### config.mk
export PLATFORM = sky130hd
export DESIGN_NAME = fifo_drain_flat
export DESIGN_NICKNAME = d
export VERILOG_FILES = /design/src/rtl/fifo_drain_if.sv /design/src/rtl/fifo_drain.sv /design/src/flat_wrapper.sv
export SDC_FILE = /design/constraint.sdc
export NUM_CORES = 1
export LEC_CHECK = 0
export CAP_MARGIN = 20
export CORE_MARGIN = 3
export CORE_UTILIZATION = 28
export CTS_BUF_LIST = sky130_fd_sc_hd__clkbuf_16
export CTS_CLUSTER_SIZE = 8
export DETAILED_ROUTE_END_ITERATION = 16
export GPL_TIMING_DRIVEN = 1
export PLACE_DENSITY = 0.56
export SYNTH_ARGS = -nofsm -noshare
export SYNTH_HDL_FRONTEND = slang
export SYNTH_SLANG_ARGS = --single-unit
export TNS_END_PERCENT = 5
### constraint.sdc
create_clock -name clk -period 4.7 [get_ports clk]
set_clock_uncertainty 0.15 [all_clocks]
set_input_delay 0.94 -clock clk [delete_from_list [all_inputs] [get_ports clk]]
set_output_delay 0.94 -clock clk [all_outputs]
set_load 0.005 [all_outputs]
### src/rtl/fifo_drain_if.sv
// Stream bundle for fifo_drain: pop side toward the fifo and the valid/ready
// output stream toward the consumer.
interface fifo_drain_if #(
    parameter int DATA_WIDTH = 16
);
    logic                  pop;
    logic                  q_empty;
    logic [DATA_WIDTH-1:0] q_data;
    logic                  out_valid;
    logic                  out_ready;
    logic [DATA_WIDTH-1:0] out_data;

    modport master (
        output pop,
        input  q_empty,
        input  q_data,
        output out_valid,
        input  out_ready,
        output out_data
    );

    modport slave (
        input  pop,
        output q_empty,
        output q_data,
        input  out_valid,
        output out_ready,
        input  out_data
    );
endinterface

### src/rtl/fifo_drain.sv
// Pop-side consumer for a registered-output fifo: issues pops, captures q_data
// one cycle later, and re-presents entries through a 2-slot valid/ready buffer.

module fifo_drain_chk #(
    parameter int DATA_WIDTH = 16
) (
    input logic                  clk,
    input logic                  rst_n,
    input logic                  capture,
    input logic                  fire,
    input logic                  full,
    input logic                  pop,
    input logic                  q_empty,
    input logic                  out_valid,
    input logic                  out_ready,
    input logic [DATA_WIDTH-1:0] out_data
);
    // A capture into a full buffer with nothing leaving would drop an entry.
    a_no_overflow: assert property (@(posedge clk) disable iff (!rst_n)
        !(capture && full && !fire));

    a_pop_nonempty: assert property (@(posedge clk) disable iff (!rst_n)
        !(pop && q_empty));

    a_hold_stable: assert property (@(posedge clk) disable iff (!rst_n)
        (out_valid && !out_ready) |=> (out_valid && $stable(out_data)));
endmodule

module fifo_drain #(
    parameter int DATA_WIDTH = 16,
    parameter int CNT_WIDTH  = 16
) (
    input  logic                 clk,
    input  logic                 rst_n,
    input  logic                 en,
    fifo_drain_if.master         bus,
    output logic                 busy,
    output logic [CNT_WIDTH-1:0] delivered
);
    typedef enum logic [1:0] {
        EMPTY = 2'd0,
        ONE   = 2'd1,
        TWO   = 2'd2
    } state_e;

    state_e                state_q, state_d;
    logic                  pend_q, pend_d;
    logic                  valid_q, valid_d;
    logic [DATA_WIDTH-1:0] slot0_q, slot0_d;
    logic [DATA_WIDTH-1:0] slot1_q, slot1_d;
    logic [CNT_WIDTH-1:0]  delivered_q, delivered_d;

    logic                  fire_s;
    logic                  capture_s;
    logic                  pop_s;
    logic [1:0]            occ_s;
    logic [2:0]            load_s;

    // Occupancy, handshake and pop decision; load_s is what the buffer would
    // hold once this cycle's fire and the in-flight capture both settle.
    always_comb begin
        case (state_q)
            EMPTY:   occ_s = 2'd0;
            ONE:     occ_s = 2'd1;
            TWO:     occ_s = 2'd2;
            default: occ_s = 2'd0;
        endcase
        fire_s    = valid_q & bus.out_ready;
        capture_s = pend_q;
        load_s    = {1'b0, occ_s} + {2'b00, pend_q} - {2'b00, fire_s};
        pop_s     = rst_n & en & ~bus.q_empty & (load_s <= 3'd1);
    end

    // Buffer FSM: slot0 is the head; capture lands at the tail after any fire.
    always_comb begin
        state_d = state_q;
        slot0_d = slot0_q;
        slot1_d = slot1_q;
        pend_d  = pop_s;
        case (state_q)
            EMPTY: begin
                if (capture_s) begin
                    slot0_d = bus.q_data;
                    state_d = ONE;
                end else begin
                    state_d = EMPTY;
                end
            end
            ONE: begin
                if (capture_s && fire_s) begin
                    slot0_d = bus.q_data;
                    state_d = ONE;
                end else if (capture_s) begin
                    slot1_d = bus.q_data;
                    state_d = TWO;
                end else if (fire_s) begin
                    state_d = EMPTY;
                end else begin
                    state_d = ONE;
                end
            end
            TWO: begin
                if (capture_s && fire_s) begin
                    slot0_d = slot1_q;
                    slot1_d = bus.q_data;
                    state_d = TWO;
                end else if (fire_s) begin
                    slot0_d = slot1_q;
                    state_d = ONE;
                end else begin
                    state_d = TWO;
                end
            end
            default: begin
                state_d = EMPTY;
            end
        endcase
        valid_d = (state_d != EMPTY);
    end

    // Delivered-entry counter, wrapping naturally at 2^CNT_WIDTH.
    always_comb begin
        if (fire_s) begin
            delivered_d = delivered_q + {{(CNT_WIDTH-1){1'b0}}, 1'b1};
        end else begin
            delivered_d = delivered_q;
        end
    end

    // State registers; an in-flight pop is discarded by reset.
    always_ff @(posedge clk or negedge rst_n) begin
        if (!rst_n) begin
            state_q     <= EMPTY;
            pend_q      <= 1'b0;
            valid_q     <= 1'b0;
            slot0_q     <= {DATA_WIDTH{1'b0}};
            slot1_q     <= {DATA_WIDTH{1'b0}};
            delivered_q <= {CNT_WIDTH{1'b0}};
        end else begin
            state_q     <= state_d;
            pend_q      <= pend_d;
            valid_q     <= valid_d;
            slot0_q     <= slot0_d;
            slot1_q     <= slot1_d;
            delivered_q <= delivered_d;
        end
    end

    assign bus.pop       = pop_s;
    assign bus.out_valid = valid_q;
    assign bus.out_data  = slot0_q;
    assign busy          = valid_q | pend_q;
    assign delivered     = delivered_q;

    fifo_drain_chk #(.DATA_WIDTH(DATA_WIDTH)) u_chk (
        .clk       (clk),
        .rst_n     (rst_n),
        .capture   (capture_s),
        .fire      (fire_s),
        .full      (state_q == TWO),
        .pop       (pop_s),
        .q_empty   (bus.q_empty),
        .out_valid (valid_q),
        .out_ready (bus.out_ready),
        .out_data  (slot0_q)
    );
endmodule
### src/flat_wrapper.sv
// flat-port wrapper written by rule: the top's interface ports become plain ports
module fifo_drain_flat 
#(
    parameter int DATA_WIDTH = 16,
    parameter int CNT_WIDTH  = 16
)
  (clk, rst_n, en, busy, delivered, bus_pop, bus_q_empty, bus_q_data, bus_out_valid, bus_out_ready, bus_out_data);
  fifo_drain_if #(.DATA_WIDTH(DATA_WIDTH)) bus_i ();
  input  logic clk;
  input  logic rst_n;
  input  logic en;
  output logic busy;
  output logic [CNT_WIDTH-1:0] delivered;
  output wire logic [$bits(bus_i.pop)-1:0] bus_pop;
  input wire logic [$bits(bus_i.q_empty)-1:0] bus_q_empty;
  input wire logic [$bits(bus_i.q_data)-1:0] bus_q_data;
  output wire logic [$bits(bus_i.out_valid)-1:0] bus_out_valid;
  input wire logic [$bits(bus_i.out_ready)-1:0] bus_out_ready;
  output wire logic [$bits(bus_i.out_data)-1:0] bus_out_data;
  assign bus_pop = bus_i.pop;
  assign bus_i.q_empty = bus_q_empty;
  assign bus_i.q_data = bus_q_data;
  assign bus_out_valid = bus_i.out_valid;
  assign bus_i.out_ready = bus_out_ready;
  assign bus_out_data = bus_i.out_data;
  fifo_drain #(.DATA_WIDTH(DATA_WIDTH), .CNT_WIDTH(CNT_WIDTH)) u_core (.clk(clk), .rst_n(rst_n), .en(en), .bus(bus_i), .busy(busy), .delivered(delivered));
endmodule
==> flow_metrics.env, run 1 <==
# flow metrics
export IMPL_synth_cell_type_count=30
export IMPL_cts_resized_gates=0
export IMPL_finalCriticalPeriod_ns=4.42
export IMPL_cts_root_buffer="clkbuf_16"
export IMPL_r2r_cells=5
export IMPL_yosys_top_cells_count="dfrtp_1 (52), mux2_2 (40), xnor2_1 (11), mux2_4 (10)"
export IMPL_max_clock_freq_ghz=0.226
export IMPL_antenna_found_initial=0
export IMPL_via_per_inst=4.48
export IMPL_cp_data_arrival_time_ns=3.33
export IMPL_critPathKind="in -> out"
export IMPL_cts_buffers=5
export IMPL_ys_sh_xor=0.0571
export IMPL_cts_setup_buffers=0
export IMPL_overflow=0
export IMPL_grt_max_degree=53
export IMPL_slowest_stage="fa_1"
export IMPL_cp_depth=10
export IMPL_reg2reg_slack_ns=2.45
export IMPL_drive_gt1_frac=0.300
export IMPL_fin_hold_ws_ns=0.327
export IMPL_fin_crit_sh=0.940
export IMPL_drc=0
export IMPL_hold_violations=0
export IMPL_cp_num_buf_inv=4
export IMPL_wl_per_cell_um=14.6
export IMPL_routabilityCongestion=0.759
export IMPL_p_leak_uw=0.00145
export IMPL_fp_util=0.293
export IMPL_final_cell_count_no_fill=338
export IMPL_fp_dieW_um=99.7
export IMPL_logic_area_um2=1080
export IMPL_drt_initial_drc_count=4
export IMPL_cts_tree="done"
export IMPL_antenna_cells=0
export IMPL_dp_hpwl_um=3300
export IMPL_min_path_type="reg -> reg"
export IMPL_wl_met2_um=2130
export IMPL_dpl_worst_slack_ns=0.276
export IMPL_rows=33
export IMPL_synthCells=171
export IMPL_layout_top_cell="clkdlybuf4s50_1"
export IMPL_yosys_area_um2=2460
export IMPL_vias=1515
export IMPL_nFillCells=828
export IMPL_grt_busiest_layer="met2"
export IMPL_die_h_um=99.7
export IMPL_r2r_end="u_core.bus.out_data[1]$_DFFE_PN0P_"
export IMPL_grt_total_usage=0.103
export IMPL_drtAntennaViolNets=0
export IMPL_top_logic_kind="multiplexers"
export IMPL_worstMarginPinSlew_ns=0.745
export IMPL_async_flop_share=1.00
export IMPL_maxCapViolations=0
export IMPL_most_common_cell="dfrtp_1"
export IMPL_path_cells="clkdlybuf4s50_1 -> nand2_2 -> ha_1 -> inv_1 -> ha_1 -> inv_1 -> fa_1 -> nand4b_1 -> nor2_1 -> clkdlybuf4s50_1"
export IMPL_fa_ha_area_frac=0.0336
export IMPL_relSlewSlack=0.502
export IMPL_hold_end="u_core.delivered[15]$_DFFE_PN0P_"
export IMPL_tool_warnings=29
export IMPL_top_cell_area_share=0.530
export IMPL_syn_num_nets=198
export IMPL_grtUsageMet1=0.142
export IMPL_setup_ws_ns=0.282
export IMPL_rsz0062_at_grt="no"
export IMPL_ir_worst_vdd_mv=0.231
export IMPL_setup_violations=0
export IMPL_use_met2=0.157
export IMPL_required_ns=3.61
export IMPL_synthMuxAreaShare=0.245
export IMPL_min_path_cells=1
export IMPL_met3WireLength_um=368
export IMPL_postSynthSeqShare=0.530
export IMPL_first_global_vias=1588
export IMPL_outcome="finished clean"
export IMPL_place_inst=330
export IMPL_firstDrtPassIters=3
export IMPL_drv_slew=0
export IMPL_simple_gate_share=0.0846
export IMPL_htree_num_levels=2
export IMPL_endpoint="bus_pop"
export IMPL_crit_path_max_fanout=3
export IMPL_r2r_start="u_core.state_q[1]$_DFF_PN0_"
export IMPL_clockBufferDepth=2
export IMPL_synth_flops=52
export IMPL_avgSynthCellArea_um2=14.4
export IMPL_nets=259
export IMPL_crit_path_start="bus_out_ready"
export IMPL_area_leaders="dfrtp_1 (53%), mux2_2 (18%), mux2_4 (6.1%)"
export IMPL_worstHoldStart="u_core.delivered[15]$_DFFE_PN0P_"
export IMPL_cts_sinks=52
export IMPL_dr_max_layer_used="met4"
export IMPL_power_total_uw=1680
export IMPL_ff_latch_area_um2=1300
export IMPL_yosysTopAreaCell="dfrtp_1"
export IMPL_ys_cells=171
[run 1: state kept, by name, summed over array words and instances, names as in the netlist]
name	cells
u_core.bus.out_data	16
u_core.delivered	16
u_core.slot1_q	16
u_core.state_q	2
u_core.bus.out_valid	1
u_core.capture_s	1
[run 1: layout make-up]
type,instances,area share
well taps,105,0.0406
clock buffers,5,0.0386
inverters,4,0.00464
repair buffers,58,0.175
clock inverters,3,0.00464
multi-input cells,111,0.334
flip-flops and latches,52,0.402
[run 1: where the power goes]
| part | internal (µW) | total, µW | switching, µW |
|---|---|---|---|
| Combinational | 411 | 602 | 191 |
| Sequential | 615 | 725 | 109 |
| Clock | 194 | 352 | 158 |
| Total | 1220 | 1680 | 458 |
**Run 1: signal wires on met2**

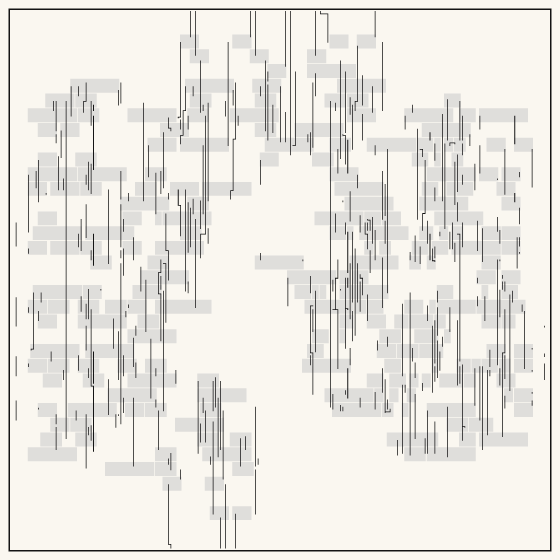
wire length on this layer: 2,130 µm
main direction: vertical
longest straight run: 62.2 µm
share of all routed wire: 43%

**Run 1: port wiring**

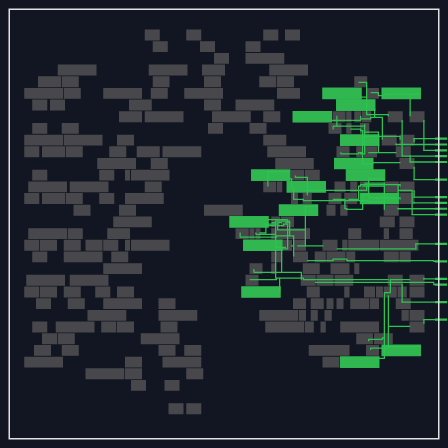
| port | color | direction | end cells | wire |
|---|---|---|---|---|
| `delivered` | green | output | 16 | 646 µm |

**Run 1: cell outlines without signal wires**

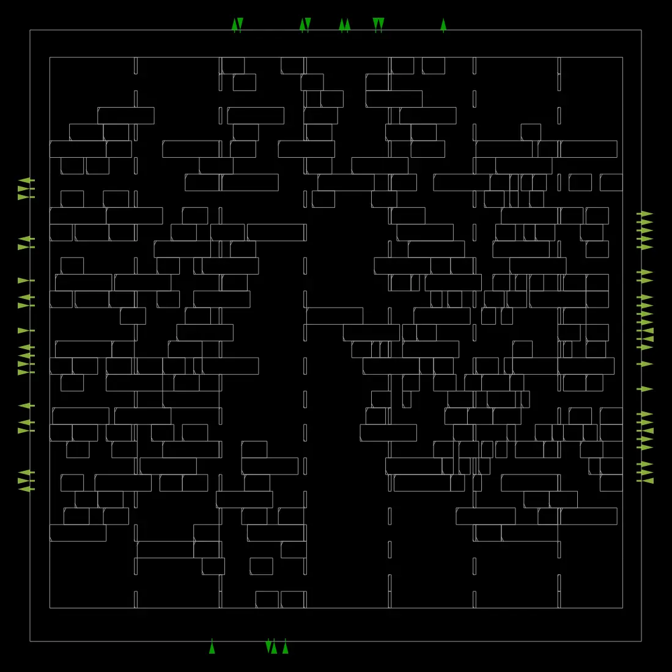
Core ar.: 8380 µm²
well-tap cell count: 105

**Run 1: M3 wires**

Scale bar: 20 µm.
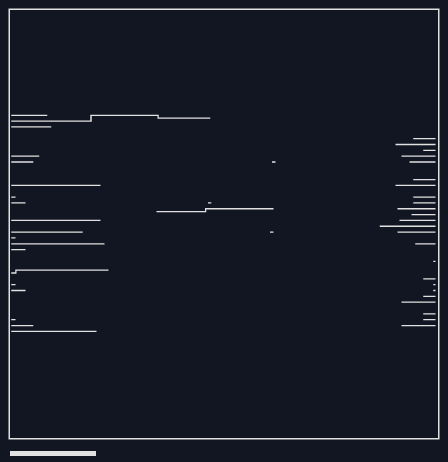
longest straight run: 21.4 µm
share of all routed wire: 7.5%

**Run 1: cells colored by class**

Fill, decap, tap and diode cells in gray.
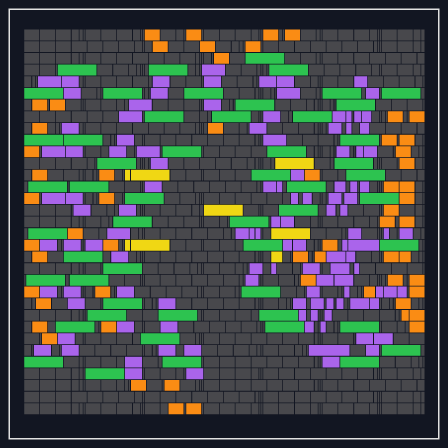

==> inputs of run 2 (changes only) <==
--- a/config.mk
+++ b/config.mk
@@ -5,6 +5,7 @@
 export SDC_FILE = /design/constraint.sdc
 export NUM_CORES = 1
 export LEC_CHECK = 0
+export ABC_AREA = 1
 export CAP_MARGIN = 20
 export CORE_MARGIN = 3
 export CORE_UTILIZATION = 28
@@ -12,7 +13,8 @@
 export CTS_CLUSTER_SIZE = 8
 export DETAILED_ROUTE_END_ITERATION = 16
 export GPL_TIMING_DRIVEN = 1
-export PLACE_DENSITY = 0.56
+export MAX_ROUTING_LAYER = met4
+export PLACE_DENSITY = 0.55
 export SYNTH_ARGS = -nofsm -noshare
 export SYNTH_HDL_FRONTEND = slang
 export SYNTH_SLANG_ARGS = --single-unit
**Run 2: cells colored by class**

Fill, decap, tap and diode cells in gray.
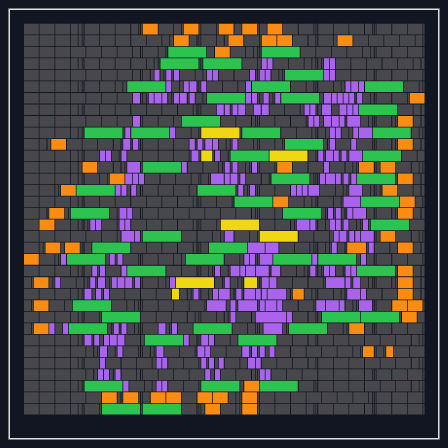
| class | color | cells |
|---|---|---|
| remaining buffers and delay cells | orange | 57 |
| registers | green | 52 |
| clock drivers and dummy loads | yellow | 8 |
| remaining logic cells | purple | 244 |

==> run 2 against run 1 <==
Critical path depth up 1. Critical path type unchanged. Flip-flop count unchanged. Largest cell class unchanged. Hold slack better by 0.0031 ns. Sequential share of layout area down 0.73 points. Core utilization down 1.0 points. Power down 8.4%. Wire length up 9.6%.
==> flow_metrics.env, run 2 <==
# flow metrics
export IMPL_outcome="finished clean"
export IMPL_synth_cell_type_count=31
export IMPL_cts_setup_buffers=0
export IMPL_power_leader="registers"
export IMPL_min_path_cells=2
export IMPL_cp_depth=11
export IMPL_fa_ha_area_frac=0.0326
export IMPL_antenna_cells=0
export IMPL_most_common_cell="nand2_1"
export IMPL_hold_violations=0
export IMPL_final_area_um2=3300
export IMPL_cp_num_buf_inv=4
export IMPL_grt_max_degree=53
export IMPL_grt_total_usage=0.113
export IMPL_placed_cell_area_um2=3150
export IMPL_p_sw_frac=0.315
export IMPL_rsz0062_at_grt="no"
export IMPL_top_cell_area_share=0.514
export IMPL_drc=0
export IMPL_p_switching_uw=484
export IMPL_postSynthSeqShare=0.514
export IMPL_cts_tree="done"
export IMPL_clockBufferDepth=2
export IMPL_endpoint="bus_pop"
export IMPL_overflow=0
export IMPL_powerClk_uw=366
export IMPL_r2r_cells=7
export IMPL_vias=2002
export IMPL_synthMuxAreaShare=0
export IMPL_hold_end="u_core.bus.out_data[12]$_DFFE_PN0P_"
export IMPL_r2r_end="u_core.capture_s$_DFF_PN0_"
export IMPL_met1_length_um=2640
export IMPL_syn_num_nets=332
export IMPL_slowest_stage="fa_1"
export IMPL_async_flop_share=1.00
export IMPL_yosys_area_um2=2530
export IMPL_dp_hpwl_um=3800
export IMPL_relSlewSlack=0.417
export IMPL_setup_ws_ns=0.425
export IMPL_fin_hold_ws_ns=0.330
export IMPL_place_inst=461
export IMPL_antenna_found_initial=0
export IMPL_path_cells="clkdlybuf4s50_1 -> nand2_1 -> ha_1 -> inv_1 -> ha_1 -> inv_1 -> fa_1 -> nor3b_1 -> o21ai_0 -> a21oi_1 -> dlymetal6s2s_1"
export IMPL_nets=387
export IMPL_power_sequential_total_uw=668
export IMPL_cp_data_arrival_time_ns=3.18
export IMPL_wl_met2_um=2380
export IMPL_cts_root_buffer="clkbuf_16"
export IMPL_comb_power_uw=504
export IMPL_critPathKind="in -> out"
export IMPL_synth_flops=52
export IMPL_layout_top_cell="nand2_1"
export IMPL_met3WireLength_um=325
export IMPL_crit_path_max_fanout=2
export IMPL_die_h_um=101
export IMPL_dr_max_layer_used="met4"
export IMPL_tool_warnings=29
export IMPL_power_share_sequential=0.435
export IMPL_simple_gate_share=0.237
export IMPL_ir_worst_vdd_mv=0.152
export IMPL_yosysTopAreaCell="dfrtp_1"
export IMPL_drt_initial_drc_count=65
export IMPL_required_ns=3.61
export IMPL_finalCriticalPeriod_ns=4.27
export IMPL_cts_buffers=5
export IMPL_fin_crit_sh=0.910
export IMPL_dpl_worst_slack_ns=0.0141
export IMPL_grtUsageMet1=0.149
export IMPL_avgSynthCellArea_um2=8.30
export IMPL_routabilityCongestion=0.721
export IMPL_power_total_uw=1540
export IMPL_use_met2=0.170
export IMPL_power_frac_comb=0.328
export IMPL_core_um2=8760
export IMPL_crit_path_start="bus_out_ready"
export IMPL_max_clock_freq_ghz=0.234
export IMPL_top_logic_kind="simple AND/OR/NAND/NOR gates"
export IMPL_wl_per_cell_um=11.5
export IMPL_drtAntennaViolNets=0
export IMPL_rows=34
export IMPL_ys_sh_xor=0.0346
export IMPL_worstMarginPinSlew_ns=0.874
export IMPL_drive_gt1_frac=0.0693
export IMPL_first_global_vias=1951
export IMPL_reg2reg_slack_ns=2.28
export IMPL_setup_violations=0
export IMPL_p_leak_uw=0.00170
export IMPL_final_cell_count_no_fill=469
export IMPL_nFillCells=911
export IMPL_synthCells=305
export IMPL_cts_sinks=52
export IMPL_fp_util=0.289
export IMPL_cts_resized_gates=0
export IMPL_maxCapViolations=0
export IMPL_p_int_uw=1050
export IMPL_min_path_type="reg -> reg"
export IMPL_yosys_top_cells_count="nand2_1 (110), dfrtp_1 (52), inv_1 (40), nor2_1 (19), o21ai_0 (17)"
export IMPL_ys_cells=305
export IMPL_r2r_start="u_core.state_q[0]$_DFF_PN0_"
export IMPL_area_leaders="dfrtp_1 (51%), nand2_1 (16%), inv_1 (5.9%)"
export IMPL_drv_slew=0
export IMPL_fp_dieW_um=101
export IMPL_worstHoldStart="u_core.bus.out_data[12]$_DFFE_PN0P_"
**Run 2: M3 wires**

Scale bar: 20 µm.
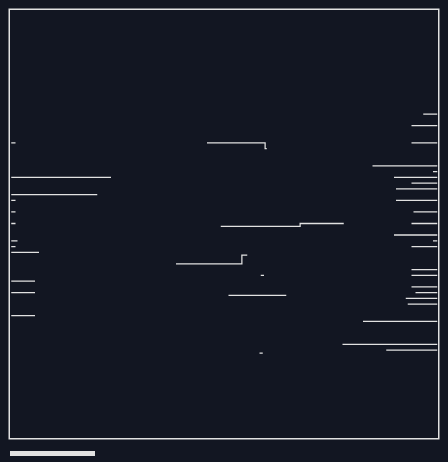
main direction: horizontal
wire length on this layer: 326 µm
nets with wire on the layer: 38
longest straight run: 23.2 µm
share of all routed wire: 6.0%

==> run 2: netlist changes by cell type after synthesis, sizes merged, moves of 4 or more <==
cell | before | now
inv | 4 | 42
xnor2 | 11 | 5
nor2 | 4 | 21
buf | 4 | 8
mux2 | 50 | 0
o21ai | 2 | 27
a21oi | 3 | 10
nand2 | 6 | 113
==> run 2: final cells by class <==
cell class | count | area (µm²) | area share
flip-flops and latches | 52 | 1300 | 0.395
multi-input cells | 202 | 992 | 0.301
repair buffers | 57 | 563 | 0.171
inverters | 42 | 160 | 0.0486
well taps | 108 | 135 | 0.0410
clock buffers | 5 | 125 | 0.0379
clock inverters | 3 | 21.3 | 0.00645
No activity file was given, so power comes from the tool's default toggle rates.
